==> config.mk <==
export PLATFORM = sky130hd
export DESIGN_NAME = multicycle_control
export DESIGN_NICKNAME = d
export VERILOG_FILES = /design/src/rtl/multicycle_control.sv
export SDC_FILE = /design/constraint.sdc
export NUM_CORES = 1
export LEC_CHECK = 0
export CAP_MARGIN = 20
export CORE_MARGIN = 3
export CORE_UTILIZATION = 45
export DETAILED_ROUTE_END_ITERATION = 10
export PLACE_DENSITY_LB_ADDON = 0.15
export SLEW_MARGIN = 10
export SYNTH_ARGS = -nofsm -noshare
export SYNTH_HDL_FRONTEND = slang
export SYNTH_SLANG_ARGS = --single-unit
export TNS_END_PERCENT = 5
==> constraint.sdc <==
create_clock -name clk -period 3.6 [get_ports clk]
set_clock_uncertainty 0.1 [all_clocks]
set_input_delay 0.9 -clock clk [delete_from_list [all_inputs] [get_ports clk]]
set_output_delay 0.9 -clock clk [all_outputs]
set_load 0.005 [all_outputs]
### Cell density map, run 1

Bar = 20 µm. The die is cut into 8 by 8 equal tiles; dark blue is low, red is high, 0 to 100% covered.
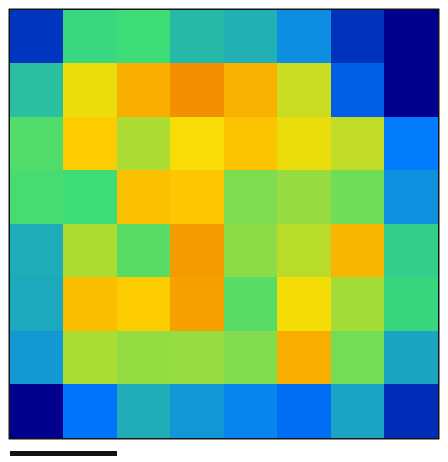
densest ninth of the die: middle
nearly empty tiles: 4.7%
emptiest ninth of the die: top right
mean over tiles: 52%
fullest tile: 84%
tiles over 75% full: 20%
final core utilization: 0.655
fp util: 0.476
core area: 5200 µm²

### Track usage over the die, run 1

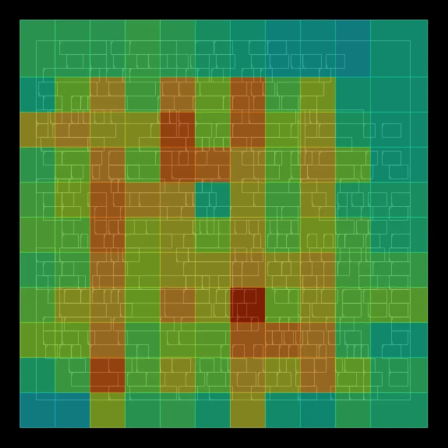
total global-route track usage: 0.181
met2 Resource Use GR: 0.291
grt peak-use layer: met2

### Signal wires on met1, run 1

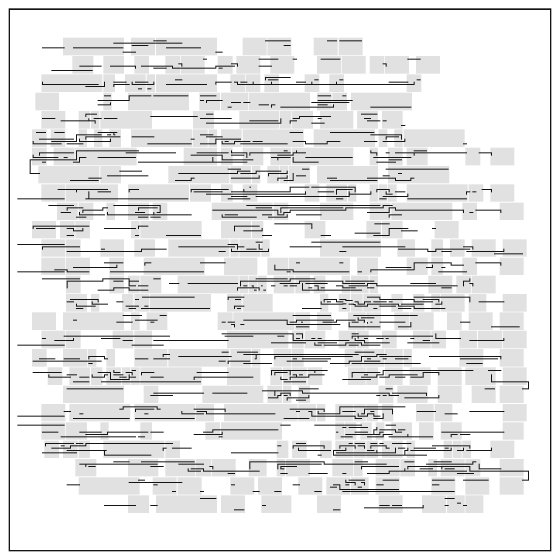
main direction: horizontal
longest straight run: 26.2 µm
wire length on this layer: 2460 µm
share of all routed wire: 46%
nets with wire on the layer: 306
grt met1 use: 0.239
routed wire length: 5360 µm
routed vias: 2094

==> reports/results.txt, run 1 <==
status: finished clean
crit end category: output port
Num CTS Buffers: 5
part of the cycle the worst path needs: 0.948
IO buf count: 68
num rows: 26
minimum clock period: 3410 ps
worst-margin pin slew: 509 ps
Final Power: 1010 µW
final setup vio count: 0
H-tree depth: 2
die area: 6440 µm²
DRC Markers: 0
worst-path fanout max: 2
antenna viol nets, final: 0
number of flip-flops in the largest register: 32
Worst EP arrival: 2410 ps
leading register cell type out of synthesis: dfrtp_1
Post-Synthesis Cells: 268
most numerous logic cell after layout: clkdlybuf4s50_1
Unique cell types: 52
tool warnings: 48
first-pass GRT wire length: 9310 µm
yosys cell count: 268
CP Data Required Time: 2600 ps
FF-to-FF path depth: 10
CP Class: input port to output port
Startpoint Class: input port
wire per inst: 12.9 µm
Syn Area/Cell: 9.25 µm²
largest net degree at the start of global routing: 22
Top cells excl fill/tap: clkdlybuf4s50_1, dfrtp_1, nor2b_1, nand2_1, xnor2_1
TritonCTS clock tree: built
class of the worst hold path: flip-flop to flip-flop
vias in the first global route: 2039
maximum clock path buffer count: 2
Static Leak: 0.00146 µW
top achievable clock speed: 293 MHz
half-perimeter wire length after placement: 4140 µm
Post-synth ARST share: 1.00
Placed Cells: 406
YS warnings: 0
RSZ-0062 raised after global routing: no
layout cell share with drive strength beyond 1: 0.0988
mapped cell area: 2480 µm²
Die Wd: 80.2 µm
Max Transition Viols Final: 0
pwr/cell area: 298 nW/µm²
initial antenna violation count: 0
drt pass-1 iters: 4
maximum VDD drop: 0.000179 V
clock transition at the registers of the reported paths: 70 ps
DIE HEIGHT: 80.2 µm
fin nets: 381
final hold vios: 0
setup TNS: 0 ps
non-filler instance count after layout: 414
YS chip area: 2480 µm²
Top cells by area: dfrtp_1, nor2b_1, xnor2_1
Area leader share: 0.414
Iteration-0 DRC Markers: 113
#FFs+latches synth: 41
Max-cap violations: 0
I/O pins: 90
total gr overflow: 0
Insertion Delay late pin: 290 ps
vias per cell: 5.06
Layout area overhead: 37.5%
final-layout fill cell count: 457
post-synth top area cell: dfrtp_1
Seq share, synth: 0.414
Hold Crit Depth: 1
Worst slew margin: 0.658
internal reg-to-reg setup slack: 810 ps
ant diodes: 0
RePlAce Congestion: 0.784
number of synthesized flops with an enable pin: 0
clock sinks: 41
syn_nets: 306
root buffer cell: clkbuf_8
run 1: critical path, cell delays in order:
cell and delay (ps):
clkdlybuf4s50_1 480, or4b_2 580, nand2_1 80, a31o_2 140
dlygate4sd2_1 220
run 1: layer usage:
| metal | wire length, µm | vias to the layer above | track usage |
|---|---|---|---|
| met2 | 2490 | 59 | 0.291 |
| met3 | 350 | 6 | 0.0482 |
| met4 | 52 | 0 | 0.0507 |
| met5 | 0 | - | 0 |
| met1 | 2460 | 971 | 0.239 |
| li1 | - | 1058 | - |
run 1: what timing repair did:
item | 4_1_cts | 5_1_grt
gates resized | 2 | 1
hold buffers | 0 | 0
setup endpoints to repair | 3 | 6
buffers inserted | 0 | 0
pin swaps | 0 | 0
run 1: synthesized netlist by cell type (2+ instances only):
library cell,instances
and2_1,2
or2_2,2
xor2_1,12
a21oi_1,5
nor4_1,3
nand4_1,5
a31o_2,2
nor2b_1,39
nor3_1,11
and3_1,7
dfrtp_1,41
nand3_1,14
clkbuf_1,8
ha_1,4
xnor2_1,20
inv_1,7
nand2_1,22
nand2b_1,5
buf_4,3
a21boi_0,2
o21ai_0,5
and4_1,2
nor2_1,18
run 1: area by class of cell:
class | instances | area, µm² | share of cell area
clock buffer | 6 | 82.6 | 0.0242
clock inverter | 2 | 37.5 | 0.0110
inverter | 7 | 26.3 | 0.00771
multi-input combinational | 207 | 1370 | 0.402
sequential | 41 | 1030 | 0.301
tap | 70 | 87.6 | 0.0257
timing repair buffer | 81 | 779 | 0.229
run 1: cells by family (layout without fill, tap and decap cells):
| family | count (synthesis) | count (layout) | share of synthesized area |
|---|---|---|---|
| buffers and inverters | 20 | 96 | 0.0358 |
| adders and majority gates | 4 | 4 | 0.0202 |
| DFF | 41 | 41 | 0.414 |
| and+or+nand+nor | 144 | 144 | 0.338 |
| muxes | 1 | 1 | 0.00404 |
| AOI/OAI and AO/OA | 25 | 25 | 0.0691 |
| xor gates and xnor gates | 33 | 33 | 0.120 |
run 1: power by group:
group / total [µW] / internal [µW] / switching [µW] / leakage (µW)
clock: 385 / 225 / 160 / 0.0000574
sequential: 504 / 478 / 26.0 / 0.000542
combinational: 125 / 69.5 / 55.5 / 0.000864
total: 1010 / 773 / 241 / 0.00146
run 1: stage by stage:
step	setup WS [ps]	cell area, µm²	hold slack (ps)	utilization
2_1_floorplan	354	2480	333	-
3_3_place_gp	-77.3	3280	340	0.631
3_5_place_dp	-76.5	3280	350	0.631
4_1_cts	46.2	3410	374	0.655
5_1_grt	147	3410	399	0.655
6_report	186	3410	368	0.655
==> run 1 -> run 2 <==
CORE_ASPECT_RATIO = 0.7   (was unset)
SLEW_MARGIN = unset   (was 10)
### Track usage over the die, run 2

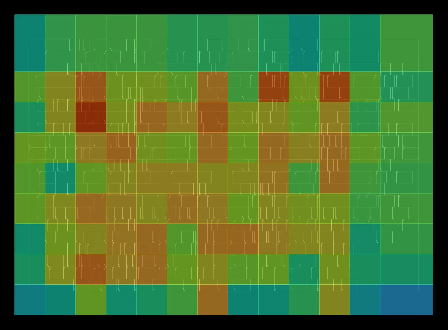
grt peak-use layer: met1
wire per inst: 13.9 µm
met2 Resource Use GR: 0.267

==> run 2 against run 1 <==
  * Worst setup slack got worse by 59 ps
  * Worst hold slack got worse by 2.7 ps
  * Register-to-register slack got worse by 140 ps
  * Sequential power about the same
  * Synthesized cell count unchanged
  * Largest cell class unchanged
==> reports/results.txt, run 2 <==
Iteration-0 DRC Markers: 92 (was 113)
half-perimeter wire length after placement: 4470 µm (was 4140 µm)
drt pass-1 iters: 4 (unchanged)
largest net degree at the start of global routing: 25 (was 22)
layout cell share with drive strength beyond 1: 0.0962 (was 0.0988)
ant diodes: 0 (unchanged)
Top cells excl fill/tap: clkdlybuf4s50_1, dfrtp_1, nor2b_1, nand2_1, xnor2_1 (unchanged)
XOR/XNOR Area Share: 0.120 (unchanged)
number of flip-flops in the largest register: 32 (unchanged)
Startpoint Class: input port (unchanged)
RSZ-0062 raised after global routing: no (unchanged)
routed vias: 2133 (was 2094)
yosys cell count: 268 (unchanged)
simple share: 0.338 (unchanged)
Worst EP arrival: 2470 ps (was 2410 ps)
root buffer cell: clkbuf_8 (unchanged)
Hold Crit Depth: 1 (unchanged)
Area leader share: 0.414 (unchanged)
Synth top cells by count: dfrtp_1, nor2b_1, nand2_1 (unchanged)
minimum clock period: 3470 ps (was 3410 ps)
I/O pins: 90 (unchanged)
Unique cell types: 52 (unchanged)
leading register cell type out of synthesis: dfrtp_1 (unchanged)
adder share: 0.0202 (unchanged)
complex-gate fraction of the synthesized area: 0.0691 (unchanged)
IO buf count: 68 (unchanged)
Worst slew margin: 0.643 (was 0.658)
YS warnings: 0 (unchanged)
syn_nets: 306 (unchanged)
FF-to-FF path depth: 10 (unchanged)
number of synthesized flops with an enable pin: 0 (unchanged)
die area: 6450 µm² (was 6440 µm²)
total gr overflow: 0 (unchanged)
worst-path fanout max: 10 (was 2)
Top cells by area: dfrtp_1, nor2b_1, xnor2_1 (unchanged)
internal reg-to-reg setup slack: 670 ps (was 810 ps)
top achievable clock speed: 288 MHz (was 293 MHz)
tool warnings: 48 (unchanged)
DRC Markers: 0 (unchanged)
total setup buffers inserted after CTS: 0 (unchanged)
Final Hold Slack: 365 ps (was 368 ps)
status: finished clean (unchanged)
antenna viol nets, final: 0 (unchanged)
pwr/cell area: 277 nW/µm² (was 298 nW/µm²)
class of the worst hold path: flip-flop to flip-flop (unchanged)
routed wire length: 5730 µm (was 5360 µm)
crit end category: output port (unchanged)
part of the cycle the worst path needs: 0.965 (was 0.948)
Post-synth ARST share: 1.00 (unchanged)
mux frac, synth: 0.00404 (unchanged)
vias in the first global route: 1961 (was 2039)
RePlAce Congestion: 0.810 (was 0.784)
clock sinks: 41 (unchanged)
CP Class: input port to output port (unchanged)
post-synth top area cell: dfrtp_1 (unchanged)
final hold vios: 0 (unchanged)
H-tree depth: 2 (unchanged)
Layout area overhead: 36.1% (was 37.5%)
Max Transition Viols Final: 0 (unchanged)
Logic family by area: simple AND/OR/NAND/NOR gates (unchanged)
clock transition at the registers of the reported paths: 70 ps (about the same)
TritonCTS clock tree: built (unchanged)
Post-Synthesis Cells: 268 (unchanged)
vias per cell: 5.18 (was 5.06)
final setup vio count: 0 (unchanged)
maximum VDD drop: 0.000182 V (was 0.000179 V)
Die Wd: 94.7 µm (was 80.2 µm)
Insertion Delay late pin: 290 ps (about the same)
Num CTS Buffers: 5 (unchanged)
DIE HEIGHT: 68.1 µm (was 80.2 µm)
first-pass GRT wire length: 9610 µm (was 9310 µm)
YS chip area: 2480 µm² (unchanged)
maximum clock path buffer count: 2 (unchanged)
fin nets: 381 (unchanged)
#FFs+latches synth: 41 (unchanged)
total global-route track usage: 0.194 (was 0.181)
initial antenna violation count: 0 (unchanged)
num rows: 21 (was 26)
mapped cell area: 2480 µm² (unchanged)
most numerous logic cell after layout: clkdlybuf4s50_1 (unchanged)
Seq share, synth: 0.414 (unchanged)
CP Data Required Time: 2600 ps (about the same)
worst-margin pin slew: 535 ps (was 509 ps)
Max-cap violations: 0 (unchanged)
Static Leak: 0.00144 µW (was 0.00146 µW)
Synth top cell by count: dfrtp_1 (unchanged)
Syn Area/Cell: 9.25 µm² (unchanged)
### Cell density map, run 2

Bar = 20 µm. The die is cut into 9 by 7 equal tiles; dark blue is low, red is high, 0 to 100% covered.
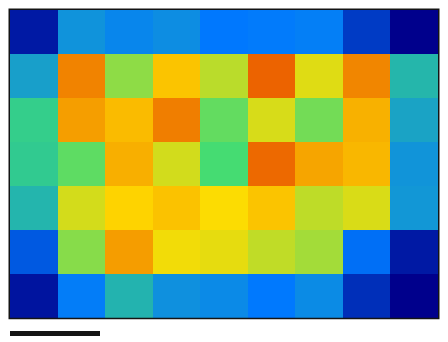
tiles over 75% full: 25%
densest ninth of the die: middle
emptiest ninth of the die: bottom right
fp util: 0.492
final core utilization: 0.669
core area: 5040 µm²

[run 2: cell counts after synthesis]
Identical to the previous run, type by type.
[run 2: final cells by class]
cell class | count | area (µm²)
tap | 69 | 86.3
fill | 446 | 1670
clock buffer | 7 | 86.3
multi-input combinational | 207 | 1370
timing repair buffer | 81 | 777
sequential | 41 | 1030
inverter | 7 | 26.3
[run 2: repair_timing]
item,CTS,global route
resized,2,1
gates cloned,0,0
hold buffers,0,0
endpoints found under the setup margin,1,2
[run 2: power by group]
| part | switching (µW) | internal, µW | leakage, µW |
|---|---|---|---|
| logic | 61.4 | 71.1 | 0.000854 |
| registers | 27.3 | 479 | 0.000542 |
| clock network | 145 | 152 | 0.0000443 |
| total | 234 | 702 | 0.00144 |
[run 2: cell families after synthesis]
logic type      after synthesis
simple gates                144
compound gates               25
buf+inv                      20
fa+ha+maj                     4
flops                        41
mux                           1
xor+xnor                     33
[run 2: critical path, cell delays in order]
cell	delay, ps
clkdlybuf4s50_1	430
buf_4	180
nor4_1	290
or2_2	170
clkdlybuf4s50_1	500
[run 2: stage by stage]
| step | setup TNS (ps) | instances | setup slack (ps) | instance area, µm² | power [µW] |
|---|---|---|---|---|---|
| after floorplan | 0 | 268 | 354 | 2480 | 572 |
| after global placement | -75.2 | 405 | -75.2 | 3280 | 640 |
| after detailed placement | -90.5 | 405 | -90.5 | 3280 | 646 |
| after CTS | 0 | 412 | 77.5 | 3370 | 943 |
| after global routing | 0 | 412 | 27.6 | 3370 | 988 |
| final | 0 | 412 | 127 | 3370 | 936 |
[run 2: per-layer routing]
metal	GRT usage	vias to the layer above	wire, µm
li1	-	1058	-
met2	0.267	69	2430
met4	0.0432	0	17
met3	0.0429	2	318
met1	0.306	1004	2970
met5	0	-	0
Power figures rest on the tool's default switching activity, not on a simulated workload.
